met1.png
Supply wires on this layer in gray.
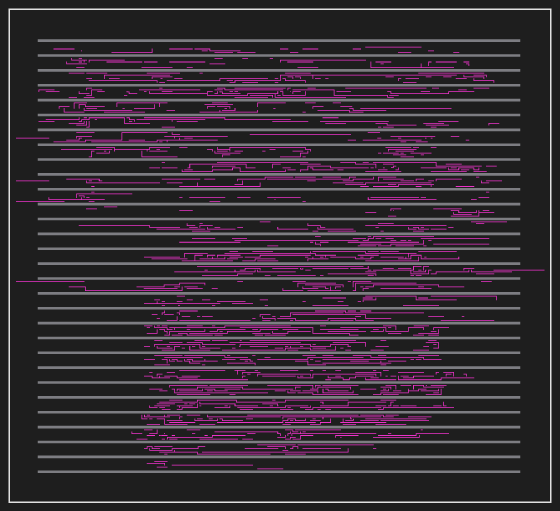
final_clocks.png
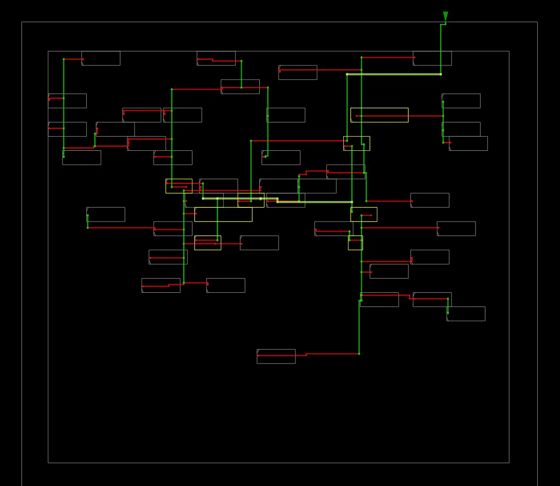
registers.png
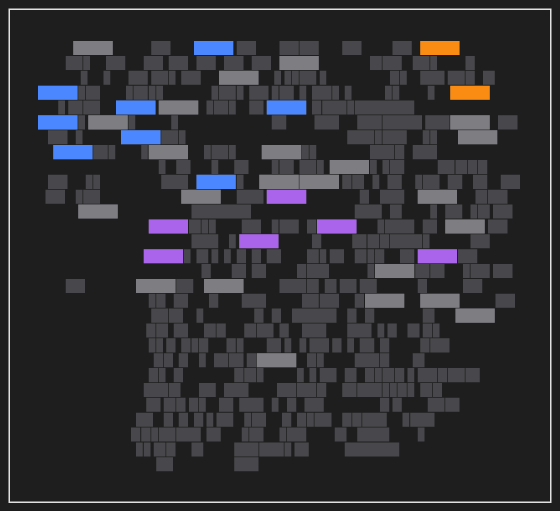
gate_families.png
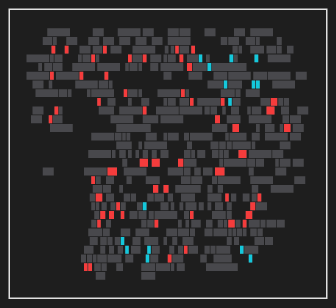
pdn.png
Pins as bars on the die edge.
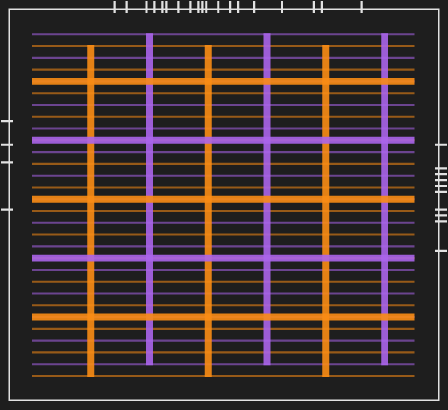
[config.mk]
export PLATFORM = sky130hd
export DESIGN_NAME = rom_block_reader_flat
export DESIGN_NICKNAME = d
export VERILOG_FILES = /design/src/rtl/rom_block_reader_if.sv /design/src/rtl/rom_block_reader.sv /design/src/flat_wrapper.sv
export SDC_FILE = /design/constraint.sdc
export NUM_CORES = 1
export LEC_CHECK = 0
export CORE_ASPECT_RATIO = 0.9
export CORE_MARGIN = 5
export CORE_UTILIZATION = 40
export CTS_CLUSTER_SIZE = 20
export DETAILED_ROUTE_END_ITERATION = 16
export MAX_ROUTING_LAYER = met4
export PLACE_DENSITY = 0.6
export RECOVER_POWER = 50
export SYNTH_ARGS = -nofsm -noshare
export SYNTH_HDL_FRONTEND = slang
export SYNTH_SLANG_ARGS = --single-unit
export TNS_END_PERCENT = 1
[constraint.sdc]
create_clock -name clk -period 3.5 [get_ports clk]
set_input_delay 0.875 -clock clk [delete_from_list [all_inputs] [get_ports clk]]
set_output_delay 0.875 -clock clk [all_outputs]
set_load 0.03 [all_outputs]
[src/rtl/rom_block_reader_if.sv]
// ---------------------------------------------------------------------------
// rom_block_reader_if
//   Byte stream leaving rom_block_reader.
//   Handshake: a beat transfers on a rising clk edge when out_valid and
//   out_ready are both high. Once out_valid is raised, out_data, out_last and
//   out_valid hold steady until that transfer; out_ready may change freely.
//   master : the block reader (drives data/valid/last, observes ready)
//   slave  : the downstream consumer (drives ready)
// ---------------------------------------------------------------------------
interface rom_block_reader_if;
   logic [7:0] out_data;
   logic       out_valid;
   logic       out_ready;
   logic       out_last;

   modport master (output out_data, output out_valid, output out_last, input out_ready);
   modport slave  (input out_data, input out_valid, input out_last, output out_ready);
endinterface

[src/rtl/rom_block_reader.sv]
// ---------------------------------------------------------------------------
// rom_block_reader
//   Reads one 64-byte block (8x8 table) from a single-port registered ROM in
//   raster or JPEG zigzag order and streams the bytes out. A short valid pipe
//   tracks ROM latency and a small shift FIFO absorbs backpressure.
// Ports
//   clk, rst   : clock, synchronous active-high reset
//   start      : one-cycle block request, honoured only in IDLE
//   zigzag     : scan order sampled with start (0 raster, 1 zigzag)
//   rom_a      : ROM address {row[2:0], byte[2:0]}
//   rom_d      : ROM data, valid ROM_LAT cycles after rom_a
//   out_if     : byte stream (data/valid/last out, ready in)
//   busy       : block in progress
//   done       : one-cycle pulse after the final handshake
//   dbg_state  : FSM state (0 IDLE, 1 RUN, 2 DRAIN)
// ---------------------------------------------------------------------------
module rom_block_reader #(
   parameter int ROM_LAT    = 1,
   parameter int FIFO_DEPTH = 2
) (
   input  logic                clk,
   input  logic                rst,
   input  logic                start,
   input  logic                zigzag,
   output logic [5:0]          rom_a,
   input  logic [7:0]          rom_d,
   rom_block_reader_if.master  out_if,
   output logic                busy,
   output logic                done,
   output logic [1:0]          dbg_state
);

   localparam int CW = $clog2(FIFO_DEPTH + 1);

   localparam logic [5:0] ZZ [64] = '{
      6'd0,  6'd1,  6'd8,  6'd16, 6'd9,  6'd2,  6'd3,  6'd10,
      6'd17, 6'd24, 6'd32, 6'd25, 6'd18, 6'd11, 6'd4,  6'd5,
      6'd12, 6'd19, 6'd26, 6'd33, 6'd40, 6'd48, 6'd41, 6'd34,
      6'd27, 6'd20, 6'd13, 6'd6,  6'd7,  6'd14, 6'd21, 6'd28,
      6'd35, 6'd42, 6'd49, 6'd56, 6'd57, 6'd50, 6'd43, 6'd36,
      6'd29, 6'd22, 6'd15, 6'd23, 6'd30, 6'd37, 6'd44, 6'd51,
      6'd58, 6'd59, 6'd52, 6'd45, 6'd38, 6'd31, 6'd39, 6'd46,
      6'd53, 6'd60, 6'd61, 6'd54, 6'd47, 6'd55, 6'd62, 6'd63
   };

   typedef enum logic [1:0] {S_IDLE = 2'd0, S_RUN = 2'd1, S_DRAIN = 2'd2} state_e;

   state_e               state_q;
   logic [5:0]           idx_q;
   logic                 zz_q;
   logic [5:0]           rom_a_q;
   logic [ROM_LAT-1:0]   pipe_v_q;
   logic [ROM_LAT-1:0]   pipe_l_q;
   logic [7:0]           fifo_d_q [FIFO_DEPTH];
   logic [7:0]           fifo_d_d [FIFO_DEPTH];
   logic                 fifo_l_q [FIFO_DEPTH];
   logic                 fifo_l_d [FIFO_DEPTH];
   logic [CW-1:0]        count_q;
   logic [CW-1:0]        count_d;
   logic                 busy_q;
   logic                 done_q;

   int                   inflight;
   int                   wr_pos;
   logic                 pop;
   logic                 push;
   logic                 issue;
   logic [5:0]           idx_nx;

   assign idx_nx = idx_q + 6'd1;

   // rom_a holds the address of the next index to issue; the ROM samples it
   // at the edge where issue is high, so the data lands ROM_LAT edges later.
   always_comb begin
      inflight = 0;
      for (int i = 0; i < ROM_LAT; i++) inflight = inflight + int'(pipe_v_q[i]);
      pop   = (count_q != '0) && out_if.out_ready;
      push  = pipe_v_q[ROM_LAT-1];
      issue = (state_q == S_RUN) &&
              ((int'(count_q) + inflight - int'(pop)) < FIFO_DEPTH);
   end

   // Shift FIFO: slot 0 is the output register. Slots at or above the
   // occupancy are kept at zero so an empty FIFO presents zero data/last.
   always_comb begin
      fifo_d_d = fifo_d_q;
      fifo_l_d = fifo_l_q;
      if (pop) begin
         for (int i = 0; i < FIFO_DEPTH - 1; i++) begin
            fifo_d_d[i] = fifo_d_q[i+1];
            fifo_l_d[i] = fifo_l_q[i+1];
         end
         fifo_d_d[FIFO_DEPTH-1] = 8'd0;
         fifo_l_d[FIFO_DEPTH-1] = 1'b0;
      end
      wr_pos = int'(count_q) - int'(pop);
      for (int i = 0; i < FIFO_DEPTH; i++) begin
         if (push && (i == wr_pos)) begin
            fifo_d_d[i] = rom_d;
            fifo_l_d[i] = pipe_l_q[ROM_LAT-1];
         end
      end
      case ({push, pop})
         2'b10:   count_d = count_q + CW'(1);
         2'b01:   count_d = count_q - CW'(1);
         default: count_d = count_q;
      endcase
   end

   always_ff @(posedge clk) begin
      if (rst) begin
         state_q  <= S_IDLE;
         idx_q    <= 6'd0;
         zz_q     <= 1'b0;
         rom_a_q  <= 6'd0;
         pipe_v_q <= '0;
         pipe_l_q <= '0;
         count_q  <= '0;
         busy_q   <= 1'b0;
         done_q   <= 1'b0;
         for (int i = 0; i < FIFO_DEPTH; i++) begin
            fifo_d_q[i] <= 8'd0;
            fifo_l_q[i] <= 1'b0;
         end
      end else begin
         done_q <= 1'b0;
         for (int i = ROM_LAT - 1; i > 0; i--) begin
            pipe_v_q[i] <= pipe_v_q[i-1];
            pipe_l_q[i] <= pipe_l_q[i-1];
         end
         pipe_v_q[0] <= issue;
         pipe_l_q[0] <= issue && (idx_q == 6'd63);
         fifo_d_q <= fifo_d_d;
         fifo_l_q <= fifo_l_d;
         count_q  <= count_d;

         case (state_q)
            S_IDLE: begin
               if (start) begin
                  state_q <= S_RUN;
                  zz_q    <= zigzag;
                  idx_q   <= 6'd0;
                  rom_a_q <= 6'd0;   // index 0 is address 0 in both orders
                  busy_q  <= 1'b1;
               end
            end
            S_RUN: begin
               if (issue) begin
                  if (idx_q == 6'd63) begin
                     state_q <= S_DRAIN;   // rom_a keeps the final address
                  end else begin
                     idx_q   <= idx_nx;
                     rom_a_q <= zz_q ? ZZ[idx_nx] : idx_nx;
                  end
               end
            end
            S_DRAIN: begin
               if (pop && fifo_l_q[0]) begin
                  state_q <= S_IDLE;
                  busy_q  <= 1'b0;
                  done_q  <= 1'b1;
               end
            end
            default: state_q <= S_IDLE;
         endcase
      end
   end

   assign rom_a            = rom_a_q;
   assign out_if.out_data  = fifo_d_q[0];
   assign out_if.out_last  = fifo_l_q[0];
   assign out_if.out_valid = (count_q != '0);
   assign busy             = busy_q;
   assign done             = done_q;
   assign dbg_state        = state_q;

endmodule

[src/flat_wrapper.sv]
// flat-port wrapper written by rule: the top's interface ports become plain ports
module rom_block_reader_flat 
#(
   parameter int ROM_LAT    = 1,
   parameter int FIFO_DEPTH = 2
)
  (clk, rst, start, zigzag, rom_a, rom_d, busy, done, dbg_state, out_if_out_data, out_if_out_valid, out_if_out_last, out_if_out_ready);
  rom_block_reader_if out_if_i ();
  input  logic clk;
  input  logic rst;
  input  logic start;
  input  logic zigzag;
  output logic [5:0] rom_a;
  input  logic [7:0] rom_d;
  output logic busy;
  output logic done;
  output logic [1:0] dbg_state;
  output wire logic [$bits(out_if_i.out_data)-1:0] out_if_out_data;
  output wire logic [$bits(out_if_i.out_valid)-1:0] out_if_out_valid;
  output wire logic [$bits(out_if_i.out_last)-1:0] out_if_out_last;
  input wire logic [$bits(out_if_i.out_ready)-1:0] out_if_out_ready;
  assign out_if_out_data = out_if_i.out_data;
  assign out_if_out_valid = out_if_i.out_valid;
  assign out_if_out_last = out_if_i.out_last;
  assign out_if_i.out_ready = out_if_out_ready;
  rom_block_reader #(.ROM_LAT(ROM_LAT), .FIFO_DEPTH(FIFO_DEPTH)) u_core (.clk(clk), .rst(rst), .start(start), .zigzag(zigzag), .rom_a(rom_a), .rom_d(rom_d), .out_if(out_if_i), .busy(busy), .done(done), .dbg_state(dbg_state));
endmodule
==> results.yml <==
# flow metrics
run_status:
  outcome: "complete, no violations"
worst_setup_path:
  crit_type: "input port to flop"
  type_of_element_launching_the_critical_path: "input port"
  critical_path_peak_fanout: 9
  worst-endpoint-required_ns: 3.68
  crit_arrival_ns: 3.23
power_and_ir_drop:
  power_dens_cells_nw_per_um2: 471
  p_sw_share_pct: 36.6
  comb_power_mw: 0.579
  vdd_ir_drop_max_mv: 0.230
  power.clock.total_mw: 0.458
  top_power_group: "combinational cells"
layout:
  layout.area.comb_um2: 1820
  finalNetCount: 423
  final.fill_count: 701
  mostFrequentLayoutCell: "nor2_1"
  final_cell_mix: "nor2_1, dfxtp_1, nand2_1"
yosys:
  synth_simple_gate_area_share_pct: 22.8
  topCombFamilyByArea: "AND-OR/OR-AND gates"
  net_count_after_synthesis: 401
  post_synth_ao_oa_area_fraction_pct: 24.3
  yosysCellCount: 364
  post_synth_xor_area_fraction_pct: 3.09
  synthDistinctLibCells: 60
  ys_ff: 39
  yosys_most_used_dff: "dfxtp_1"
  postSynthSeqShare_pct: 27.5
sta:
  maxSlewHeadroom_pct: 53.9
  report.final.setup_viol: 0
  period_minus_slack_ns: 3.05
  setup_repair_after_global_routing_missed_its_margin: "false"
  finalHoldViolations: 0
flow_run:
  max_cap_viol_count: 0
worst_hold_path:
  hold-path-cell-count: 2
  hp-class: "flop to flop"
clock_tree:
  cts.clk_slew.worst_paths_ns: 0.09
  cts.repair.resized: 0
  clock_tree.root_cell: "clkbuf_8"
  cts.path.max_buffers: 2
  post_cts_buffers: 0
global_route:
  grt.met3_usage_pct: 3.17
  grt_antenna_before_repair: 0
  grt_start_max_net_pins: 31
  grt_remaining_overflow: 0
route:
  ant_nets: 0
  drt_first_pass_iters: 4
  detail_routed_net_length_per_standard_cell_um: 15.8
floorplan:
  std_cell_rows: 29
  design.die.area_um2: 8890
Notes on met1.png above:
longest straight run: 32.2 um
wire length on this layer: 3720 um
nets with wire on the layer: 379
via count of the routed design: 2686
Global Route met1 Usage: 25.0%
final wirelength: 7580 um

Notes on final_clocks.png above:
sequential cell count of the final layout: 39
Clock Latency Late Sink: 0.29 ns
CTS sink count: 39

Notes on registers.png above:
[u_core.idx_q] purple | flops: 6 | where: center
[u_core.count_q] orange | flops: 2
[u_core.fifo_d_q] blue | flops: 8 | where: north-west
core utilization of the finished layout: 47.9%
Flop+latch power: 0.534 mW
flip-flop and latch area: 781 um2
sequential share of cell area: 23.4%

Notes on gate_families.png above:
[NAND gates] red | cells: 53 | most used: nand2_1
[inverters] cyan | cells: 15 | most used: inv_1

Notes on pdn.png above:
[VDD] purple
[VSS] orange
rows: 29
met5 straps: 5
met1 rails: 30
met4 straps: 6
signal pins: 33
vertical die dimension: 89.9 um
core area: 6970 um2
Die Span X: 98.8 um

[routing by layer]
| metal | up-vias | share of wire, % |
|---|---|---|
| li1 | 1339 | - |
| met1 | 1268 | 49 |
| met3 | 4 | 4.9 |
| met5 | - | 0 |
| met2 | 75 | 45 |
| met4 | 0 | 0.66 |
[synth_stat cells, types with 2 or more instances]
library cell  number
a31oi_1            5
or3_1              2
a211oi_1           3
buf_4             10
mux2i_1            6
and3_1             5
o21ai_1            3
nor2_1            52
nand2_1           33
o211ai_1           2
o311ai_1           2
nand4b_1           2
o31a_1             2
ha_1              23
o21ai_0           21
a311oi_1          11
nand3b_1           4
clkbuf_1          14
o31ai_1            3
and2_1             3
a21oi_1           27
nor3b_1            2
nor3_1             8
xnor2_1            3
xor2_1             2
nand4_1            2
a22oi_1           10
dfxtp_1           39
buf_2              7
nand2b_1           4
nor2b_1            6
inv_1             14
nand3_1            7
[layout make-up]
type,count,area share (%)
Multi-Input combinational cell,278,54.7
Sequential cell,39,23.4
Timing Repair Buffer,47,12.6
Tap cell,93,3.49
Clock buffer,5,2.06
Clock inverter,3,2.03
Inverter,15,1.69
[through the flow]
stage	total power, mW	setup WS [ns]	instance area, um2	hold WS (ns)
2_1_floorplan	0.962	0.474	2840	0.455
3_3_place_gp	1.14	0.314	3210	0.461
3_5_place_dp	1.14	0.216	3210	0.469
4_1_cts	1.60	0.527	3350	0.485
5_1_grt	1.67	0.177	3330	0.515
6_report	1.57	0.453	3330	0.483
[critical path, stage by stage]
cell and delay (ns):
clkdlybuf4s50_1 0.39, o21ai_0 0.09, nor2_1 0.10, ha_1 0.21, ha_1 0.18, nand2b_1 0.17, a21oi_1 0.17, nand3_1 0.21
and2_1 0.32, a2111oi_2 0.42, nor3_1 0.07
Power and IR drop assume default switching activity.
